==> src/rtl/adder_timing_pkg.sv <==
// Shared types and constants for the instrumented-adder measurement controller.
package adder_timing_pkg;

    typedef enum logic [2:0] {
        IDLE,
        SETTLE,
        RUN,
        DRAIN,
        DONE
    } state_t;

    localparam logic MODE_RING = 1'b0;
    localparam logic MODE_CAL  = 1'b1;

    localparam int DRAIN_CYC = 2;

endpackage

==> src/rtl/ring_edge_sync.sv <==
// Brings the free-running ring oscillator tap into the system clock domain
// and flags each rising edge as a single-cycle pulse.
module ring_edge_sync (
    input  logic wb_clk_i,
    input  logic wb_rst_n,
    input  logic chain_in,
    output logic edge_pulse
);

    // [0],[1] form the synchroniser; [2] is the history bit for edge detect
    logic [2:0] sync_q;

    always_ff @(posedge wb_clk_i or negedge wb_rst_n) begin
        if (!wb_rst_n) begin
            sync_q <= '0;
        end else begin
            sync_q <= {sync_q[1:0], chain_in};
        end
    end

    assign edge_pulse = sync_q[1] & ~sync_q[2];

endmodule

==> src/rtl/adder_timing_ctrl.sv <==
// Measurement sequencer: load operands, settle, capture sum, then gate the
// ring oscillator for a programmed window and count its edges.
//
//   state  | meaning
//   IDLE   | waiting for start with active=1
//   SETTLE | operands applied, waiting SETTLE_CYC cycles before sum capture
//   RUN    | ring_en high for the latched window length, edges counted
//   DRAIN  | ring off, edges still in the synchroniser are counted
//   DONE   | one-cycle result strobe; a new start is already accepted here
module adder_timing_ctrl
    import adder_timing_pkg::*;
#(
    parameter int WIDTH      = 32,
    parameter int CNT_W      = 32,
    parameter int WINDOW_W   = 16,
    parameter int SETTLE_CYC = 4
) (
    input  logic                wb_clk_i,
    input  logic                wb_rst_n,
    input  logic                active,
    input  logic                start,
    input  logic                mode,
    input  logic [WIDTH-1:0]    a_in,
    input  logic [WIDTH-1:0]    b_in,
    input  logic [WINDOW_W-1:0] window,
    input  logic [WIDTH-1:0]    sum_in,
    input  logic                chain_in,
    output logic [WIDTH-1:0]    a_out,
    output logic [WIDTH-1:0]    b_out,
    output logic                ring_en,
    output logic                ring_bypass,
    output logic [WIDTH-1:0]    sum_out,
    output logic [CNT_W-1:0]    count_out,
    output logic                busy,
    output logic                done,
    output logic                overflow
);

    localparam int SET_W = (SETTLE_CYC > 1) ? $clog2(SETTLE_CYC) : 1;

    state_t              state;
    logic [SET_W-1:0]    settle_cnt;
    logic [WINDOW_W-1:0] win_q;
    logic [WINDOW_W-1:0] tmr;
    logic [CNT_W-1:0]    work_cnt;
    logic [CNT_W-1:0]    cnt_next;
    logic                edge_pulse;
    logic                count_en;
    logic                at_max;

    ring_edge_sync u_sync (
        .wb_clk_i   (wb_clk_i),
        .wb_rst_n   (wb_rst_n),
        .chain_in   (chain_in),
        .edge_pulse (edge_pulse)
    );

    assign count_en = (state == RUN) || (state == DRAIN);
    assign at_max   = &work_cnt;

    always_comb begin
        cnt_next = work_cnt;
        if (count_en && edge_pulse && !at_max) begin
            cnt_next = work_cnt + CNT_W'(1);
        end
    end

    always_ff @(posedge wb_clk_i or negedge wb_rst_n) begin
        if (!wb_rst_n) begin
            state       <= IDLE;
            settle_cnt  <= '0;
            win_q       <= '0;
            tmr         <= '0;
            work_cnt    <= '0;
            a_out       <= '0;
            b_out       <= '0;
            ring_en     <= 1'b0;
            ring_bypass <= 1'b0;
            sum_out     <= '0;
            count_out   <= '0;
            busy        <= 1'b0;
            done        <= 1'b0;
            overflow    <= 1'b0;
        end else begin
            done     <= 1'b0;
            work_cnt <= cnt_next;
            if (count_en && edge_pulse && at_max) begin
                overflow <= 1'b1;
            end

            if (!active) begin
                state   <= IDLE;
                ring_en <= 1'b0;
                busy    <= 1'b0;
            end else begin
                case (state)
                    IDLE, DONE: begin
                        state <= IDLE;
                        if (start) begin
                            a_out       <= a_in;
                            b_out       <= b_in;
                            ring_bypass <= (mode == MODE_CAL);
                            win_q       <= window;
                            work_cnt    <= '0;
                            overflow    <= 1'b0;
                            settle_cnt  <= SET_W'(SETTLE_CYC - 1);
                            busy        <= 1'b1;
                            state       <= SETTLE;
                        end
                    end
                    SETTLE: begin
                        if (settle_cnt == '0) begin
                            sum_out <= sum_in;
                            if (win_q != '0) begin
                                ring_en <= 1'b1;
                                tmr     <= win_q - WINDOW_W'(1);
                                state   <= RUN;
                            end else begin
                                tmr   <= WINDOW_W'(DRAIN_CYC - 1);
                                state <= DRAIN;
                            end
                        end else begin
                            settle_cnt <= settle_cnt - SET_W'(1);
                        end
                    end
                    RUN: begin
                        if (tmr == '0) begin
                            ring_en <= 1'b0;
                            tmr     <= WINDOW_W'(DRAIN_CYC - 1);
                            state   <= DRAIN;
                        end else begin
                            tmr <= tmr - WINDOW_W'(1);
                        end
                    end
                    DRAIN: begin
                        if (tmr == '0) begin
                            // include an edge landing on this final drain cycle
                            count_out <= cnt_next;
                            done      <= 1'b1;
                            busy      <= 1'b0;
                            state     <= DONE;
                        end else begin
                            tmr <= tmr - WINDOW_W'(1);
                        end
                    end
                    default: state <= IDLE;
                endcase
            end
        end
    end

endmodule
==> config.mk <==
export PLATFORM = sky130hd
export DESIGN_NAME = adder_timing_ctrl
export DESIGN_NICKNAME = d
export VERILOG_FILES = /design/src/rtl/adder_timing_pkg.sv /design/src/rtl/ring_edge_sync.sv /design/src/rtl/adder_timing_ctrl.sv
export SDC_FILE = /design/constraint.sdc
export NUM_CORES = 1
export LEC_CHECK = 0
export ABC_AREA = 1
export CAP_MARGIN = 15
export CORE_ASPECT_RATIO = 0.7
export CORE_MARGIN = 3
export CORE_UTILIZATION = 34
export CTS_BUF_LIST = sky130_fd_sc_hd__clkbuf_8
export DETAILED_ROUTE_END_ITERATION = 10
export PLACE_DENSITY = 0.57
export SYNTH_ARGS = -nofsm -noshare
export SYNTH_HDL_FRONTEND = slang
export SYNTH_SLANG_ARGS = --single-unit
==> constraint.sdc <==
create_clock -name wb_clk_i -period 2 [get_ports wb_clk_i]
set_clock_uncertainty 0.05 [all_clocks]
set_input_delay 0.2 -clock wb_clk_i [delete_from_list [all_inputs] [get_ports wb_clk_i]]
set_output_delay 0.2 -clock wb_clk_i [all_outputs]
set_load 0.02 [all_outputs]
Figure 1. Metal 4.
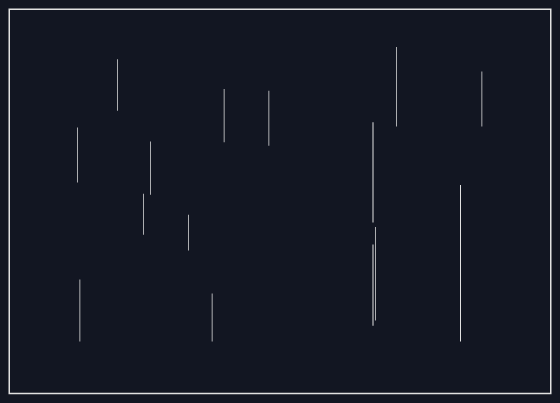
wire length on this layer: 392 um
main direction: vertical
via count: 9014
final wirelength: 31.2 mm

Figure 2. The metal 3 layer.
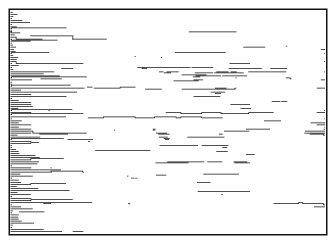
longest straight run: 54.0 um
wire length on this layer: 2840 um
main direction: horizontal
nets with wire on the layer: 178
share of all routed wire: 9.1%
routing usage on met3: 7.46%

==> results.json <==
{
  "status": "complete, no violations",
  "comb_power_share_pct": 41.9,
  "ys_top_cells_by_area": "dfrtp_1 52%, nand2_1 22%, mux2_2 3.6%",
  "ys_sh_xor_pct": 2.12,
  "slew_headroom_pct": 64.4,
  "die_w_um": 210,
  "syn_inst": 1256,
  "swShare_pct": 39.1,
  "nonClkBufAreaFrac_pct": 22.0,
  "clock_area_share_pct": 5.02,
  "inverters": 82,
  "arrival_ns": 2.24,
  "startpoint_type": "register",
  "placed_cell_area_mm2": 0.0132,
  "cts_tree": "yes",
  "fin_nets": 1685,
  "p_seq_w": 0.00611,
  "r2r_start": "tmr[0]",
  "instances_no_fill": 1955,
  "required_ns": 2.37,
  "initial_core_util_pct": 35.1,
  "diodes": 0,
  "portBuffers": 250,
  "sh_comb_area_pct": 30.7,
  "largestClassByArea": "flip-flops and latches",
  "adder_share_pct": 0.757,
  "final_common_cell": "nand2_1",
  "antenna_found_initial": 1,
  "warnings": 29,
  "power_leader": "combinational logic",
  "final_util_pct": 49.5,
  "gp_congestion": 0.925,
  "grt_pass1_vias": 8949,
  "r2r-end": "tmr[8]",
  "fin_total_pwr_w": 0.0171,
  "post-cts-setup-buffers": 0,
  "cap_violations": 0,
  "cts.htree.levels": 2,
  "grt_pass1_wl_mm": 49.8,
  "ys_ff": 205,
  "routedWlPerCell_um": 16.0,
  "simple_gate_area_share_pct": 32.8,
  "clk_path_buf_depth": 3,
  "yosys.cell_types.count": 35,
  "setup_tns_ns": 0,
  "hold_violations": 0,
  "endpoint_kind": "register",
  "ys_cells": 1256,
  "top_cell": "nand2_1",
  "ys_area_mm2": 0.00991,
  "finalCritPeriodShare_pct": 93.9,
  "drive_above_1_share_pct": 11.8,
  "vias_per_cell": 4.61,
  "area_growth_pct": 41.1,
  "post_cts_resized": 0,
  "io-pin-count": 251,
  "cts_num_sinks": 205,
  "dp_hpwl_mm": 23.4,
  "grt_start_max_net_pins": 58,
  "crit_path_end": "tmr[8]",
  "grtUsageTotal_pct": 20.1,
  "worst-slew-pin-transition_ns": 0.534,
  "p_int_w": 0.0104,
  "nMultiInputCombCells": 928,
  "final_cell_mix": "585 x nand2_1, 249 x clkdlybuf4s50_1, 204 x dfrtp_1",
  "top_cell_area_share_pct": 51.8
}
Figure 3. Metal 1.
The bar under the picture is 50 um long.
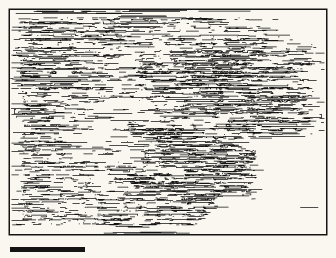
wire length on this layer: 15400 um
main direction: horizontal
share of all routed wire: 49%
nets with wire on the layer: 1521
longest straight run: 84.2 um
grt met1 use: 29.4%

-- critical path, stage by stage (launching register included) --
cell	delay [ns]
dfrtp_1	0.38
inv_1	0.10
ha_1	0.20
nand3_1	0.10
nor2_2	0.13
nand2_1	0.09
nand2_1	0.09
nand2_1	0.10
buf_12	0.17
o21ai_0	0.13
nand2_1	0.08
nand2_1	0.07
nand2_1	0.04
-- routing by layer --
layer | vias up | part of all wire (%) | track usage, %
met4 | 2 | 1.3 | 4.18
met3 | 35 | 9.1 | 7.46
met5 | - | 0.022 | 0
li1 | 4534 | - | -
met2 | 290 | 40 | 28.4
met1 | 4153 | 49 | 29.4
-- kinds of logic after synthesis --
kind of cell	after synthesis
AOI/OAI and AO/OA	71
xor gates and xnor gates	24
adders and majority gates	6
buffers and inverters	123
DFF	205
muxes	32
and+or+nand+nor	795
